===== src/rtl/rob_alloc_ctrl_if.sv =====
// rob_alloc_ctrl_if: allocation/commit/flush handshake between the ID/ROB stage and the ROB allocator.
interface rob_alloc_ctrl_if #(parameter int ROB_ADDR_WIDTH = 4);
  logic                      flush_req;
  logic                      alloc_valid;
  logic                      alloc_ready;
  logic [ROB_ADDR_WIDTH-1:0] alloc_index;
  logic                      commit_en;
  logic [ROB_ADDR_WIDTH-1:0] commit_index;
  logic [ROB_ADDR_WIDTH:0]   free_count;
  logic                      rob_full;
  logic                      rob_empty;
  logic                      stall_idrob;
  logic                      flush_idrob;
  modport master (
    output flush_req, alloc_valid, commit_en,
    input  alloc_ready, alloc_index, commit_index, free_count, rob_full, rob_empty, stall_idrob, flush_idrob
  );
  modport slave (
    input  flush_req, alloc_valid, commit_en,
    output alloc_ready, alloc_index, commit_index, free_count, rob_full, rob_empty, stall_idrob, flush_idrob
  );
endinterface


===== src/rtl/rob_alloc_ctrl.sv =====
// rob_alloc_ctrl: ROB head/tail/occupancy tracking with a RUN/FLUSH recovery FSM.
module rob_alloc_ctrl #(
  parameter int ROB_ADDR_WIDTH = 4,
  parameter int FLUSH_CYCLES   = 2
) (
  input  logic               clk,
  input  logic               rst,
  rob_alloc_ctrl_if.slave    bus
);
  localparam int AW = ROB_ADDR_WIDTH;
  localparam logic [AW:0] DEPTH = (AW+1)'(1 << AW);
  localparam logic [3:0] FC_LD = 4'(FLUSH_CYCLES - 1);
  typedef enum logic {RUN, FLUSH} state_t;
  state_t        r_state, w_state;
  logic [AW-1:0] r_head, r_tail, w_head, w_tail;
  logic [AW:0]   r_count, w_count;
  logic [3:0]    r_cnt, w_cnt;
  logic          w_full, w_empty, w_alloc, w_commit, w_ready;
  assign w_full   = r_count == DEPTH;
  assign w_empty  = r_count == '0;
  assign w_ready  = (r_state == RUN) && !w_full && !bus.flush_req;
  assign w_alloc  = bus.alloc_valid && w_ready;
  assign w_commit = bus.commit_en && !w_empty && (r_state == RUN) && !bus.flush_req;
  assign bus.alloc_ready  = w_ready;
  assign bus.alloc_index  = r_tail;
  assign bus.commit_index = r_head;
  assign bus.free_count   = DEPTH - r_count;
  assign bus.rob_full     = w_full;
  assign bus.rob_empty    = w_empty;
  assign bus.stall_idrob  = bus.alloc_valid && !w_ready;
  assign bus.flush_idrob  = r_state == FLUSH;
  always_comb begin
    w_state = r_state;
    w_head  = r_head;
    w_tail  = r_tail;
    w_count = r_count;
    w_cnt   = r_cnt;
    if (bus.flush_req) begin
      w_state = FLUSH;
      w_head  = '0;
      w_tail  = '0;
      w_count = '0;
      w_cnt   = FC_LD;
    end else if (r_state == FLUSH) begin
      w_state = (r_cnt == '0) ? RUN : FLUSH;
      w_cnt   = (r_cnt == '0) ? r_cnt : r_cnt - 4'd1;
    end else begin
      // simultaneous alloc and commit leaves occupancy unchanged
      w_head  = r_head + AW'(w_commit);
      w_tail  = r_tail + AW'(w_alloc);
      w_count = r_count + (AW+1)'(w_alloc) - (AW+1)'(w_commit);
    end
  end
  always_ff @(posedge clk) begin
    if (!rst) begin
      r_state <= RUN;
      r_head  <= '0;
      r_tail  <= '0;
      r_count <= '0;
      r_cnt   <= '0;
    end else begin
      r_state <= w_state;
      r_head  <= w_head;
      r_tail  <= w_tail;
      r_count <= w_count;
      r_cnt   <= w_cnt;
    end
  end
endmodule


===== src/flat_wrapper.sv =====
// flat-port wrapper written by rule: the top's interface ports become plain ports
module rob_alloc_ctrl_flat 
#(
  parameter int ROB_ADDR_WIDTH = 4,
  parameter int FLUSH_CYCLES   = 2
)
  (clk, rst, bus_flush_req, bus_alloc_valid, bus_commit_en, bus_alloc_ready, bus_alloc_index, bus_commit_index, bus_free_count, bus_rob_full, bus_rob_empty, bus_stall_idrob, bus_flush_idrob);
  rob_alloc_ctrl_if #(.ROB_ADDR_WIDTH(ROB_ADDR_WIDTH)) bus_i ();
  input  logic clk;
  input  logic rst;
  input wire logic [$bits(bus_i.flush_req)-1:0] bus_flush_req;
  input wire logic [$bits(bus_i.alloc_valid)-1:0] bus_alloc_valid;
  input wire logic [$bits(bus_i.commit_en)-1:0] bus_commit_en;
  output wire logic [$bits(bus_i.alloc_ready)-1:0] bus_alloc_ready;
  output wire logic [$bits(bus_i.alloc_index)-1:0] bus_alloc_index;
  output wire logic [$bits(bus_i.commit_index)-1:0] bus_commit_index;
  output wire logic [$bits(bus_i.free_count)-1:0] bus_free_count;
  output wire logic [$bits(bus_i.rob_full)-1:0] bus_rob_full;
  output wire logic [$bits(bus_i.rob_empty)-1:0] bus_rob_empty;
  output wire logic [$bits(bus_i.stall_idrob)-1:0] bus_stall_idrob;
  output wire logic [$bits(bus_i.flush_idrob)-1:0] bus_flush_idrob;
  assign bus_i.flush_req = bus_flush_req;
  assign bus_i.alloc_valid = bus_alloc_valid;
  assign bus_i.commit_en = bus_commit_en;
  assign bus_alloc_ready = bus_i.alloc_ready;
  assign bus_alloc_index = bus_i.alloc_index;
  assign bus_commit_index = bus_i.commit_index;
  assign bus_free_count = bus_i.free_count;
  assign bus_rob_full = bus_i.rob_full;
  assign bus_rob_empty = bus_i.rob_empty;
  assign bus_stall_idrob = bus_i.stall_idrob;
  assign bus_flush_idrob = bus_i.flush_idrob;
  rob_alloc_ctrl #(.ROB_ADDR_WIDTH(ROB_ADDR_WIDTH), .FLUSH_CYCLES(FLUSH_CYCLES)) u_core (.clk(clk), .rst(rst), .bus(bus_i));
endmodule

===== config.mk =====
export PLATFORM = sky130hd
export DESIGN_NAME = rob_alloc_ctrl_flat
export DESIGN_NICKNAME = d
export VERILOG_FILES = /design/src/rtl/rob_alloc_ctrl_if.sv /design/src/rtl/rob_alloc_ctrl.sv /design/src/flat_wrapper.sv
export SDC_FILE = /design/constraint.sdc
export NUM_CORES = 1
export LEC_CHECK = 0
export CAP_MARGIN = 40
export CORE_MARGIN = 2
export CORE_UTILIZATION = 23
export DETAILED_ROUTE_END_ITERATION = 8
export MAX_ROUTING_LAYER = met4
export PLACE_DENSITY = 0.47
export SYNTH_ARGS = -nofsm -noshare
export SYNTH_HDL_FRONTEND = slang
export SYNTH_SLANG_ARGS = --single-unit

===== constraint.sdc =====
create_clock -name clk -period 3.8 [get_ports clk]
set_clock_uncertainty 0.2 [all_clocks]
set_input_delay 0.57 -clock clk [delete_from_list [all_inputs] [get_ports clk]]
set_output_delay 0.57 -clock clk [all_outputs]
set_load 0.02 [all_outputs]

**Run 1: M1 wires**

The bar under the picture is 20 um long. Supply wires on this layer in gray.
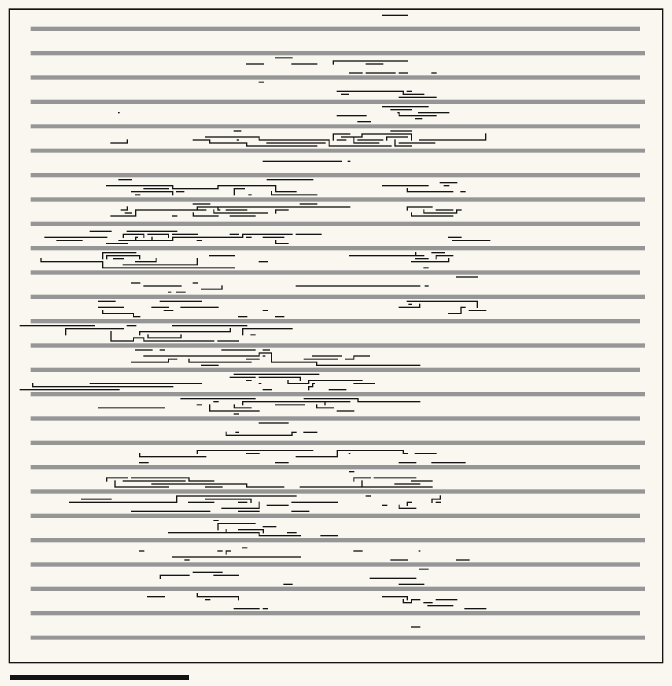
share of all routed wire: 46%
main direction: horizontal
longest straight run: 17.0 um

**Run 1: M2 wires**

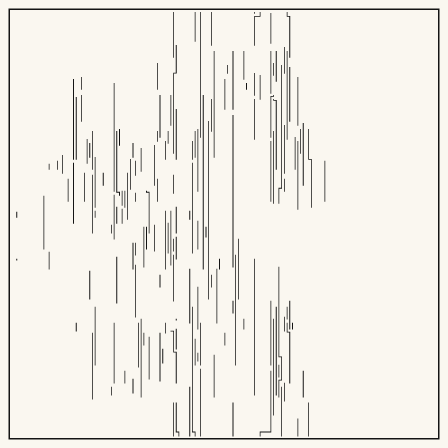
nets with wire on the layer: 127
share of all routed wire: 51%

**Run 1: metal 3**

The bar under the picture is 20 um long. Cells faint in the background.
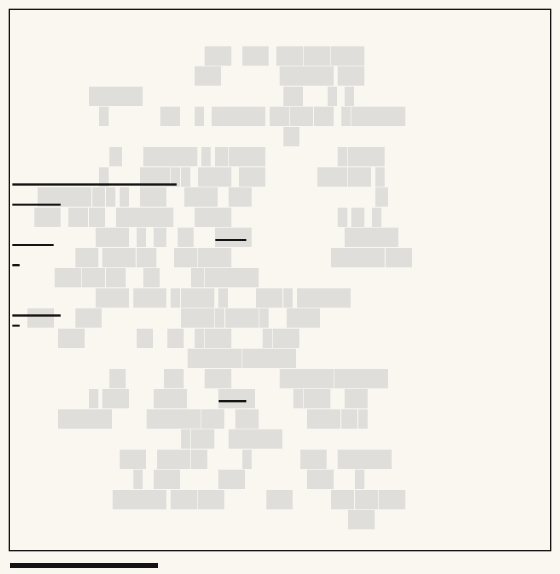
longest straight run: 21.8 um
nets with wire on the layer: 7
main direction: horizontal
wire length on this layer: 48.3 um
share of all routed wire: 2.2%
routed vias: 801
Total Routed Length: 2240 um
met3 Use GR: 0.0124

**Run 1: clock wiring as the flow saved it**

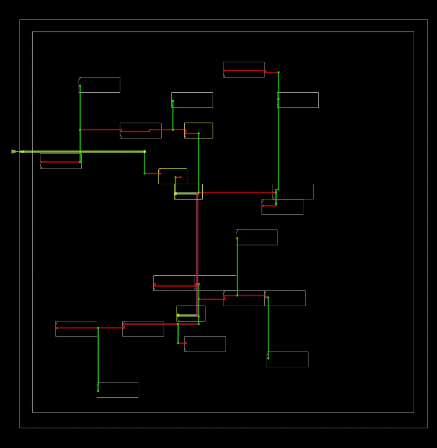
final sequential cell count: 18
power consumed by the clock network: 160 uW
latest clock arrival within the worst-skew pair: 0.26 ns
clock sinks: 18
number of buffers created by CTS: 3

==> summary.txt, run 1 <==
The run has ended; figures from its reports follow.

The clock tree from TritonCTS is built. The clock slew at the register clock pins of the worst setup and hold paths came out at 0.07 ns. The number of hold violations in the final report is 0. The routed wirelength normalized by instance count came out at 11.7 um. The core area is 0.00463 mm^2. The final timing report lists a max-slew violation count of 0. The maximum level of the CTS H-tree came out at 1.

The final cycle utilization of the critical path came out at 0.938. Entering global routing, the biggest net connects 18 pins. The post-synth register bit count is 18.

Yosys stat counts 115 cells in the synthesized netlist. The standard cell area after detailed placement is between 0.001 and 0.0015 mm^2. Counting distinct cell types in the post-synthesis netlist gives 27. The number of top-level pins is 23. The placed wire-length estimate is 1770 um. The layout net count is 160. The initial utilization of the core area, before any placement, comes to 0.235.

The most common cell after layout, fill and taps aside is sky130_fd_sc_hd__clkdlybuf4s50_1. The number of synthesized flops with an enable pin is 0. The net count entering floorplan came out at approximately 140. The max capacitance violation total came out at 0.

The first routing iteration left 14 violations. The remaining number of nets flagged by the antenna check after routing is 0. Of the cells placed in the final design, the portion with a size suffix greater than 1 is 0.0797.

The final timing report gives a worst setup slack of 0.236 ns. The worst-path maximum fanout is 4. In the layout the commonest cells are 22 x sky130_fd_sc_hd__clkdlybuf4s50_1, 18 x sky130_fd_sc_hd__nor2_1, 18 x sky130_fd_sc_hd__dfxtp_1. The post-placement setup slack came out at between 0.2 and 0.25 ns. The residual overflow from global routing is 0. The initialized floorplan defines 25 standard-cell rows. The dominant register cell in the synthesized netlist is sky130_fd_sc_hd__dfxtp_1.

The total number of warnings across the stage logs is 29. STA classifies the critical path endpoint as a flip-flop. STA puts the critical path data arrival time at 3.51 ns.

The weighted congestion at the end of routability-driven global placement came out at 0.821. The area of the synthesized netlist per yosys stat is 0.00109 mm^2. The synthesized netlist cell count is 115.

The die outline width came out at 72.8 um. The post-CTS setup repair buffer count is 0. The tree is rooted in a sky130_fd_sc_hd__clkbuf_8. The leakage dissipation came out at 0.000548 uW. The final routed DRC violation total came out at 0. Buffers inserted to repair hold after CTS numbered 0. The via count of the first global-routing pass is 817. For reference, the top cells by area after synthesis are sky130_fd_sc_hd__dfxtp_1 33%, sky130_fd_sc_hd__ha_1 17%, sky130_fd_sc_hd__mux2i_1 6.4%, sky130_fd_sc_hd__nor2_1 6.2%, sky130_fd_sc_hd__xnor2_1 4.8%. In this run the tool buffered the top-level ports with 22 buffer cells. The number of antenna repair diodes is 0. For reference, the most critical setup path is categorized as flip-flop to flip-flop.

Per the power-grid run, VDD falls by no more than 0.000131 V. The clock period could shrink to 3.56 ns. The post-layout instance area is 0.00142 mm^2. The run finished with clean final reports. The maximum clock frequency came out at 281 MHz.

The total of endpoints with negative setup slack in the final report came out at 0. The average instance area after synthesis is 9.48 um^2. The path class of the tightest hold or removal check is flip-flop to flip-flop. Of the post-synthesis cell area, the dominant cell type holds 0.331.

The overall fraction of global-route tracks in use came out at 0.0908. The overall power consumption came out at 464 uW. The actual transition at the worst max-transition pin is 0.684 ns. The worst endpoint required time came out at 3.75 ns. The number of antenna violations at the first check in global routing came out at 0. The power density relative to cell area came out at 328 mW/mm^2. The max-slew headroom at the worst pin is 0.544.

sky130_fd_sc_hd__dfxtp_1 takes more of the synthesized area than any other cell. The worst setup path is launched from a flip-flop. The synthesis warning total came out at 0. The routed design shows a via density per instance of 4.17. The first-pass GRT wire length came out at 3660 um. The layout-stage area growth over the synthesis result is 30.1%. The overall die size recorded for this design is about 0.0053 mm^2. According to the report, the first pass of detailed routing completed in 3 iterations. For this run, the register share of the synthesized area comes to 0.331. The commonest cells after synthesis are 18 x sky130_fd_sc_hd__dfxtp_1, 18 x sky130_fd_sc_hd__nor2_1, 15 x sky130_fd_sc_hd__ha_1, 10 x sky130_fd_sc_hd__inv_1, 7 x sky130_fd_sc_hd__mux2i_1. Adding up every negative setup slack in the final design gives 0 ns. Setup repair after global routing left no endpoint under its margin.
## run 1: layout make-up
| cell class | count | area (um^2) |
|---|---|---|
| multi-input combinational | 82 | 662 |
| fill | 495 | 3210 |
| clock buffer | 4 | 55.1 |
| inverter | 10 | 37.5 |
| timing repair buffer | 24 | 235 |
| tap | 54 | 67.6 |
| sequential | 18 | 360 |
## run 1: worst max-delay path, stage by stage (launching register included)
cell	delay, ns
sky130_fd_sc_hd__dfxtp_1	0.40
sky130_fd_sc_hd__inv_1	0.10
sky130_fd_sc_hd__ha_1	0.20
sky130_fd_sc_hd__and2_1	0.17
sky130_fd_sc_hd__ha_1	0.19
sky130_fd_sc_hd__nor4b_1	0.45
sky130_fd_sc_hd__ha_1	0.19
sky130_fd_sc_hd__inv_1	0.04
sky130_fd_sc_hd__ha_1	0.21
sky130_fd_sc_hd__fa_1	0.38
sky130_fd_sc_hd__nor2b_1	0.18
sky130_fd_sc_hd__o31ai_4	0.18
sky130_fd_sc_hd__mux2i_1	0.22
sky130_fd_sc_hd__mux2_2	0.34
## run 1: per-stage QoR
step | util | hold slack, ns | cells
finish | 0.306 | 0.291 | 192
CTS | 0.306 | 0.292 | 192
detailed placement | 0.294 | 0.280 | 188
global placement | 0.294 | 0.271 | 188
global route | 0.306 | 0.330 | 192
floorplan | - | 0.258 | 115
## run 1: flip-flops by register name (all words and copies together) (netlist names)
signal	count
u_core.r_count	5
u_core.bus.alloc_index	4
u_core.bus.commit_index	4
u_core.r_cnt	4
u_core.bus.flush_idrob	1
## run 1: where the power goes
group,switching [uW],internal (uW)
logic,53.9,51.9
registers,5.46,194
clock network,67.4,92.1
total,127,338
## run 1: path summary, 6_finish.rpt
| kind | from | endpoint | slack, ns | cells past startpoint |
|---|---|---|---|---|
| setup reg to reg | u_core.r_count[2] | u_core.r_count[4] | 0.24 | 13 |
| setup / recovery | u_core.r_count[2] | u_core.r_count[4] | 0.24 | 13 |
| hold reg to reg | u_core.r_cnt[2] | u_core.r_cnt[2] | 0.29 | 2 |
| hold / removal | u_core.r_cnt[2] | u_core.r_cnt[2] | 0.29 | 2 |
## run 1: routing by layer
| metal | vias to the layer above | routed length, um | global-route usage |
|---|---|---|---|
| met1 | 366 | 1020 | 0.103 |
| met4 | 0 | 21 | 0.0309 |
| li1 | 425 | - | - |
| met3 | 2 | 48 | 0.0124 |
| met5 | - | 0 | - |
| met2 | 8 | 1150 | 0.163 |
## run 1: cell families after synthesis
family,after synthesis,share of synthesized area
DFF,18,0.331
and+or+nand+nor,38,0.191
buffers and inverters,15,0.0620
muxes,8,0.0746
AOI/OAI and AO/OA,12,0.0873
adders and majority gates,16,0.191
xor gates and xnor gates,8,0.0643
**Run 1: gate-type map**

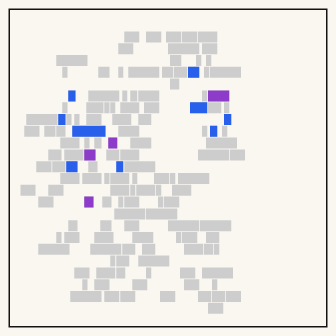

==> run 2: changes to the inputs <==
--- a/config.mk
+++ b/config.mk
@@ -7,10 +7,10 @@
 export LEC_CHECK = 0
 export CAP_MARGIN = 40
 export CORE_MARGIN = 2
-export CORE_UTILIZATION = 23
+export CORE_UTILIZATION = 50
 export DETAILED_ROUTE_END_ITERATION = 8
 export MAX_ROUTING_LAYER = met4
-export PLACE_DENSITY = 0.47
+export PLACE_DENSITY = 0.84
 export SYNTH_ARGS = -nofsm -noshare
 export SYNTH_HDL_FRONTEND = slang
 export SYNTH_SLANG_ARGS = --single-unit
==> constraint.sdc (replaced) <==
create_clock -name clk -period 3.45 [get_ports clk]
set_clock_uncertainty 0.2 [all_clocks]
set_input_delay 0.5175 -clock clk [delete_from_list [all_inputs] [get_ports clk]]
set_output_delay 0.5175 -clock clk [all_outputs]
set_load 0.02 [all_outputs]
**Run 2: gate-type map**

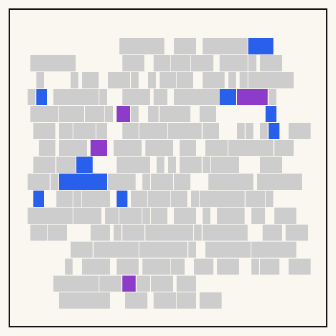
| color | family | cells | most used |
|---|---|---|---|
| blue | aoi and oai cells | 9 | a21oi_1 |
| purple | and/or cells | 4 | and2_1 |

==> run 2 against run 1 <==
Wire length grew 2.3%. Via count rose by 9.0%. Die size shrank 52%. Combinational power up about 20%. Largest cell class unchanged. Critical path depth unchanged. Sequential share of layout area shrank 0.11 points. Register-to-register slack got worse by 0.05 ns. Utilization is 41 points higher. Flip-flop count unchanged.
==> summary.txt, run 2 <==
The run has ended; figures from its reports follow.

The post-CTS setup repair buffer count is 0. The final wirelength came out at 2290 um. Per the OpenROAD floorplan log, the area of the die is between 0.002 and 0.003 mm^2. The maximum level of the CTS H-tree is 1. The element type at the critical path end is a flip-flop. The first-pass GRT wire length came out at 4030 um. The post-detailed-route via-to-cell ratio came out at around 5.1. Nets still carrying antenna violations after routing amount to 0. The standard cell area after detailed placement is about 0.0014 mm^2. The maximum clock frequency is 306 MHz.

TritonCTS built the clock tree. Counting flops with a built-in enable in the synthesized netlist gives 0. The cell sitting at the root of the clock tree is a sky130_fd_sc_hd__clkbuf_4. In the finished design, the share of the clock period the worst path needs comes to 0.947. The final antenna diode tally reported by the flow is 0. The layout stage reports a final design area of 0.00143 mm^2. The worst setup path is launched from a flip-flop. The area of the synthesized netlist per yosys stat is ~0.0011 mm^2. In this run the VDD rail shows a maximum IR drop of 0.000211 V. By area the synthesized netlist is led by sky130_fd_sc_hd__dfxtp_1 33%, sky130_fd_sc_hd__ha_1 17%, sky130_fd_sc_hd__mux2i_1 6.4%, sky130_fd_sc_hd__nor2_1 6.2%, sky130_fd_sc_hd__xnor2_1 4.8%.

In this run, post-CTS hold repair placed 0 buffers. The area share of the largest cell type after synthesis came out at 0.331. On the critical path the largest part of the delay comes from adder cells.

The master of the slowest instance on the critical path is sky130_fd_sc_hd__fa_2. The path class of the tightest hold or removal check is flip-flop to flip-flop. The flow ran to the end, and the final reports show no timing, DRC or antenna violations.

Per the finish-stage timing summary, setup violations number 0. The final routed DRC violation total is 0. The largest total area in the synthesized netlist belongs to sky130_fd_sc_hd__dfxtp_1. The flip-flop count of the largest register after layout came out at 5.

The register bank with the most flops is u_core.r_count. The Yosys step of the flow raised 0 warnings. The overall power consumption came out at 474 uW.

Entering global routing, the biggest net connects 18 pins. The delay contributed by the slowest stage of the critical path is between 0.3 and 0.4 ns. The clock latency on the worst-skew pair came out at 0.29 ns. The detailed router finished its first iteration with 8 violations. The finished layout reports a core utilization of 0.716.

The average instance area after synthesis came out at 9.48 um^2. By count the netlist is led by 18 x sky130_fd_sc_hd__dfxtp_1, 18 x sky130_fd_sc_hd__nor2_1, 15 x sky130_fd_sc_hd__ha_1, 10 x sky130_fd_sc_hd__inv_1, 7 x sky130_fd_sc_hd__mux2i_1. Across all hold checks on the routed design, the worst slack comes to 0.308 ns. The max capacitance violation total is 0. For the worst setup path, the data arrival time is 3.26 ns. Clock-pin slew was measured on the worst setup and hold paths at 0.11 ns. In this run the critical register-to-register path is launched from u_core.r_count[2]. The max-slew headroom at the worst pin is 0.560. The worst endpoint required time is 3.44 ns.

Setup repair after global routing left no endpoint under its margin. The tally of unique sky130hd cells used after synthesis is 27. The sequential area share after synthesis is 0.331. The weighted congestion at the end of routability-driven global placement came out at ~0.84. The layout-stage area growth over the synthesis result is 31.6%.

The count of port buffers added during placement is 22. The number of hold violations in the final report is 0. The pre-placement core utilization is 0.544. The worst-path maximum fanout is 3.

The leakage dissipation is 0.000577 uW. The startpoint of the worst hold path is u_core.r_cnt[2]. By instance count after routing, the leading logic cell types are 22 x sky130_fd_sc_hd__clkdlybuf4s50_1, 18 x sky130_fd_sc_hd__nor2_1, 16 x sky130_fd_sc_hd__dfxtp_1. The via count came out at 873.

The via count of the first global-routing pass is 923. The layout net count came out at 167. The most common cell after layout, fill and taps aside is sky130_fd_sc_hd__clkdlybuf4s50_1. The power density relative to cell area is about 330 mW/mm^2. The layout summary lists the proportion of cells stronger than drive strength 1 as 0.166.
[run 2: cell count changes in the layout (fill, tap and decap cells not counted), moves of 2 or more]
cell,before,now
sky130_fd_sc_hd__dfxtp_1,18,16
sky130_fd_sc_hd__buf_4,2,9
sky130_fd_sc_hd__dfxtp_2,0,2
sky130_fd_sc_hd__clkbuf_4,0,3
sky130_fd_sc_hd__clkbuf_8,4,1
[run 2: path summary, 6_finish.rpt]
| kind | to | slack (ns) | cells after the start |
|---|---|---|---|
| worst min-delay path | u_core.r_cnt[2] | 0.31 | 2 |
| worst max-delay path | u_core.r_count[4] | 0.18 | 13 |
| worst min register to register | u_core.r_cnt[2] | 0.31 | 2 |
| worst max register to register | u_core.r_count[4] | 0.18 | 13 |
[run 2: where the power goes]
group	switching (uW)	internal [uW]	leakage, uW
logic	62.4	61.7	0.000409
clock network	66.6	64.3	0.0000210
registers	5.88	213	0.000147
total	135	339	0.000577
[run 2: layer usage]
metal	vias to the layer above	routed length, um	GRT usage
li1	440	-	-
met1	408	1010	0.245
met2	19	1180	0.357
met3	6	61	0.0298
met4	0	40	0.0856
met5	-	0	-
[run 2: cells by family (layout without fill, tap and decap cells)]
family / Yosys count / after routing / synth area share
multiplexers: 8 / 8 / 0.0746
AND-OR/OR-AND: 12 / 12 / 0.0873
AND/OR/NAND/NOR: 38 / 38 / 0.191
flip-flops: 18 / 18 / 0.331
buffers and inverters: 15 / 45 / 0.0620
XOR/XNOR: 8 / 8 / 0.0643
adder cells (fa/ha/maj): 16 / 16 / 0.191
[run 2: through the flow]
step | setup WS, ns | setup TNS [ns] | cells
after floorplan | 0.0558 | 0 | 115
after global placement | 0.134 | 0 | 168
after detailed placement | -0.000913 | -0.000913 | 168
after CTS | 0.0804 | 0 | 172
after global routing | 0.0273 | 0 | 172
final | 0.181 | 0 | 172
[run 2: tightest hold or removal path: stages, from the launching register on]
cell and delay (ns):
sky130_fd_sc_hd__dfxtp_1 0.35, sky130_fd_sc_hd__nand2_1 0.06, sky130_fd_sc_hd__a21oi_1 0.06
[run 2: cell type report]
type | count | area, um^2
Multi-Input combinational cell | 82 | 676
Timing Repair Buffer | 31 | 288
Sequential cell | 18 | 363
Clock buffer | 4 | 36.3
Inverter | 10 | 37.5
Tap cell | 27 | 33.8
Fill cell | 164 | 568
[run 2: what timing repair did]
item | in CTS | in global routing
endpoints found under the setup margin | 1 | 1
gates cloned | 0 | 0
pin swaps | 0 | 2
resized | 1 | 5
==> run 3: changes to the inputs <==
--- a/config.mk
+++ b/config.mk
@@ -5,6 +5,7 @@
 export SDC_FILE = /design/constraint.sdc
 export NUM_CORES = 1
 export LEC_CHECK = 0
+export ABC_CLOCK_PERIOD_IN_PS = 3450
 export CAP_MARGIN = 40
 export CORE_MARGIN = 2
 export CORE_UTILIZATION = 50
==> run 3 against run 2 <==
Flip-flop count unchanged. Via count unchanged. Critical path type unchanged. Sequential power about the same. Wire length unchanged. Hold slack unchanged. Combinational power about the same. Critical path depth unchanged.
==> summary.txt, run 3 <==
The run has ended; figures from its reports follow.

The flow ran to the end, and the final reports show no timing, DRC or antenna violations. Setup repair after global routing left no endpoint under its margin. The clock buffer count from CTS came out at 3.

For this run, the chip area from Yosys synthesis comes to 0.00109 mm^2. The arithmetic-cell share of the synthesized area counting full adders, half adders and majority gates is 0.191. In this run, the synthesized area fraction spent on and/or/nand/nor cells is recorded as 0.191. The pre-placement core utilization is 0.544. The multiplexer area fraction after synthesis is 0.0746.

The synthesis warning total is 0. The die outline width came out at approximately 51 um. The core area is 0.00200 mm^2. Buffers placed on the I/O ports in this run total 22. The layout summary lists the proportion of cells stronger than drive strength 1 as 0.166. For the final routed database, the setup TNS stands at 0 ns. Setup slack on the worst path after placement came out at -0.000913 ns. The clock latency on the worst-skew pair is about 0.29 ns. The number of hold violations in the final report is 0.

The weighted congestion at the end of routability-driven global placement came out at roughly 0.84. STA reports the tightest min-delay check as being of type flip-flop to flip-flop. The overall fraction of global-route tracks in use is 0.209.

For this run, the post-layout net count is 167. The main area contributors are sky130_fd_sc_hd__dfxtp_1 33%, sky130_fd_sc_hd__ha_1 17%, sky130_fd_sc_hd__mux2i_1 6.4%, sky130_fd_sc_hd__nor2_1 6.2%, sky130_fd_sc_hd__xnor2_1 4.8%. In this run the clock root is driven by a sky130_fd_sc_hd__clkbuf_4.

The worst hold slack across all endpoints is 0.308 ns. For this run, the register share of the synthesized area comes to 0.331. TritonCTS built the clock tree. The cell count in the Yosys report came out at 115. The residual overflow from global routing came out at 0. The post-layout minimum cycle time is 3.27 ns. The stage logs contain a warning count of 29. The maximum level of the CTS H-tree is 1. The leakage dissipation came out at 0.000577 uW.

The biggest combinational cell group after synthesis is adder cells. Setup slack closes at 0.181 ns. The cell area after technology mapping came out at 0.00109 mm^2. The layout-stage area growth over the synthesis result is 31.6%.

By instance count after routing, the leading logic cell types are 22 x sky130_fd_sc_hd__clkdlybuf4s50_1, 18 x sky130_fd_sc_hd__nor2_1, 16 x sky130_fd_sc_hd__dfxtp_1. The peak supply drop is 0.000211 V. The register with the most flip-flops in the final layout is u_core.r_count. The top cell type in the final layout, fill and taps aside, is sky130_fd_sc_hd__clkdlybuf4s50_1. 0 antenna diodes ended up in the layout. The remaining number of nets flagged by the antenna check after routing came out at 0. The dominant register cell in the synthesized netlist is sky130_fd_sc_hd__dfxtp_1. Looking at area per cell type in the netlist, the leader is sky130_fd_sc_hd__dfxtp_1.

The count of pins over their slew limit is 0. The worst endpoint required time is 3.44 ns. Looking at the setup timing report, the critical path kind is flip-flop to flip-flop.

Post-route period utilization is reported as 0.947. The flip-flop count of the largest register after layout is 5. The global-route track usage on met3 is 0.0298. The number of antenna violations at the first check in global routing is 0. The met1 global-route usage is 0.245. The net count entering floorplan is approximately 140. The first-pass GRT wire length came out at 4030 um.

The routed layout reports a DRC error count of 0. The via count of the first global-routing pass is around 920. The height of the chip is 50.7 um. The share of synthesized area in the top cell type comes to 0.331. The post-synth count of flops with an enable pin is 0. The number of top-level pins came out at 23. According to the floorplan report, the total die area is 0.00257 mm^2. The number of buffers on the longest clock path is 2. The routed wirelength normalized by instance count is about 13 um. The count of clock tree sinks came out at 18. The placed wire-length estimate is 1810 um. The synthesized netlist cell count came out at 115.

The floorplan has 16 rows. The average instance area after synthesis is 9.48 um^2. The post-detailed-route via-to-cell ratio is about 5.1. The worst setup path is launched from a flip-flop. The number of detailed-routing iterations run before antenna repair is 4. Looking at the worst setup and hold paths, the clock pins of their registers show a slew of 0.11 ns. The synthesized-area fraction occupied by ao, oa, aoi and oai cells came out at 0.0873. The flop and latch count out of synthesis is 18. The global router reports that the layer with the highest usage is met2. Entering global routing, the biggest net connects 18 pins. The max-slew headroom at the worst pin is 0.560. The actual transition at the worst max-transition pin is 0.660 ns. The fraction of registers with async set or reset after synthesis is 0. Post-CTS timing repair inserted 0 buffers for setup. Per the run summary, max-cap violations total 0. The highest clock rate this design can be run at is 306 MHz. The synthesis run shows the most used standard cells to be 18 x sky130_fd_sc_hd__dfxtp_1, 18 x sky130_fd_sc_hd__nor2_1, 15 x sky130_fd_sc_hd__ha_1, 10 x sky130_fd_sc_hd__inv_1, 7 x sky130_fd_sc_hd__mux2i_1. The power density relative to cell area came out at 331 mW/mm^2. The tally of unique sky130hd cells used after synthesis is 27. The total of endpoints with negative setup slack in the final report is 0. The worst path arrival time came out at 3.26 ns. The area fraction in xor and xnor cells came out at 0.0643. The worst setup path is captured at a flip-flop.

The DRC marker count from the first detailed-route iteration is 8. Along the worst path, the maximum fanout reaches 3.
-- run 3: cell counts in the layout (fill, tap and decap cells not counted) --
Identical to the previous run, type by type.
-- run 3: final timing paths --
check                                       start                end  slack [ns]  cells past startpoint
worst max-delay path            u_core.r_count[2]  u_core.r_count[4]        0.18                     13
worst min-delay path              u_core.r_cnt[2]    u_core.r_cnt[2]        0.31                      2
worst max register to register  u_core.r_count[2]  u_core.r_count[4]        0.18                     13
worst min register to register    u_core.r_cnt[2]    u_core.r_cnt[2]        0.31                      2
-- run 3: power by group --
part | internal [uW] | switching [uW]
sequential | 213 | 5.88
clock | 64.3 | 66.6
combinational | 61.7 | 62.4
total | 339 | 135
-- run 3: metal layers --
| metal | vias to the layer above | share of wire |
|---|---|---|
| met5 | - | 0 |
| met4 | 0 | 0.017 |
| met3 | 6 | 0.027 |
| met2 | 19 | 0.52 |
| met1 | 408 | 0.44 |
| li1 | 440 | - |
-- run 3: metrics by stage --
stage          cell area, um^2  utilization  total power [uW]  std cells
5_1_grt                   1430        0.716               500        172
3_5_place_dp              1380        0.690               345        168
6_report                  1430        0.716               474        172
4_1_cts                   1420        0.711               479        172
3_3_place_gp              1380        0.690               341        168
2_1_floorplan             1090            -               299        115
-- run 3: cells by family (layout without fill, tap and decap cells) --
group,after synthesis,in the layout
multiplexers,8,8
AND-OR/OR-AND,12,12
buffers and inverters,15,45
flip-flops,18,18
XOR/XNOR,8,8
adder cells (fa/ha/maj),16,16
AND/OR/NAND/NOR,38,38
-- run 3: area by class of cell --
class,count,area (um^2)
clock buffers,4,36.3
inverters,10,37.5
multi-input cells,82,676
fillers,164,568
well taps,27,33.8
flip-flops and latches,18,363
repair buffers,31,288
-- run 3: critical path: stages (launching register included) --
cell                      delay (ns)
sky130_fd_sc_hd__dfxtp_1        0.34
sky130_fd_sc_hd__inv_1          0.07
sky130_fd_sc_hd__ha_1           0.20
sky130_fd_sc_hd__and2_1         0.17
sky130_fd_sc_hd__ha_1           0.21
sky130_fd_sc_hd__nor4b_2        0.27
sky130_fd_sc_hd__ha_1           0.19
sky130_fd_sc_hd__inv_1          0.05
sky130_fd_sc_hd__ha_2           0.20
sky130_fd_sc_hd__fa_2           0.35
sky130_fd_sc_hd__nor2b_2        0.19
sky130_fd_sc_hd__o31ai_4        0.18
sky130_fd_sc_hd__mux2i_1        0.22
sky130_fd_sc_hd__mux2_2         0.34
-- run 3: what timing repair did --
item,CTS,global route
gates resized,1,5
hold buffers,0,0
endpoints found under the setup margin,1,1
pin swaps,0,2
**Run 3: M2 wires**

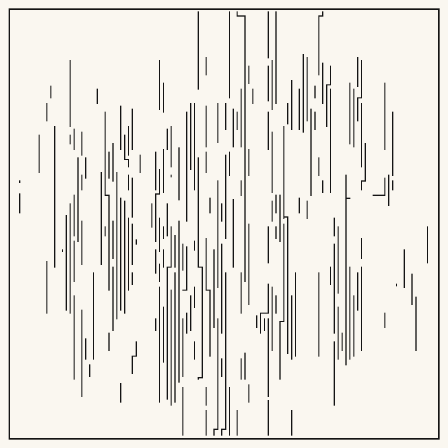
nets with wire on the layer: 147
main direction: vertical
longest straight run: 31.4 um
routed vias: 873
Total Routed Length: 2290 um
met2 demand-to-capacity share in global routing: 0.357

Power and IR drop assume default switching activity.
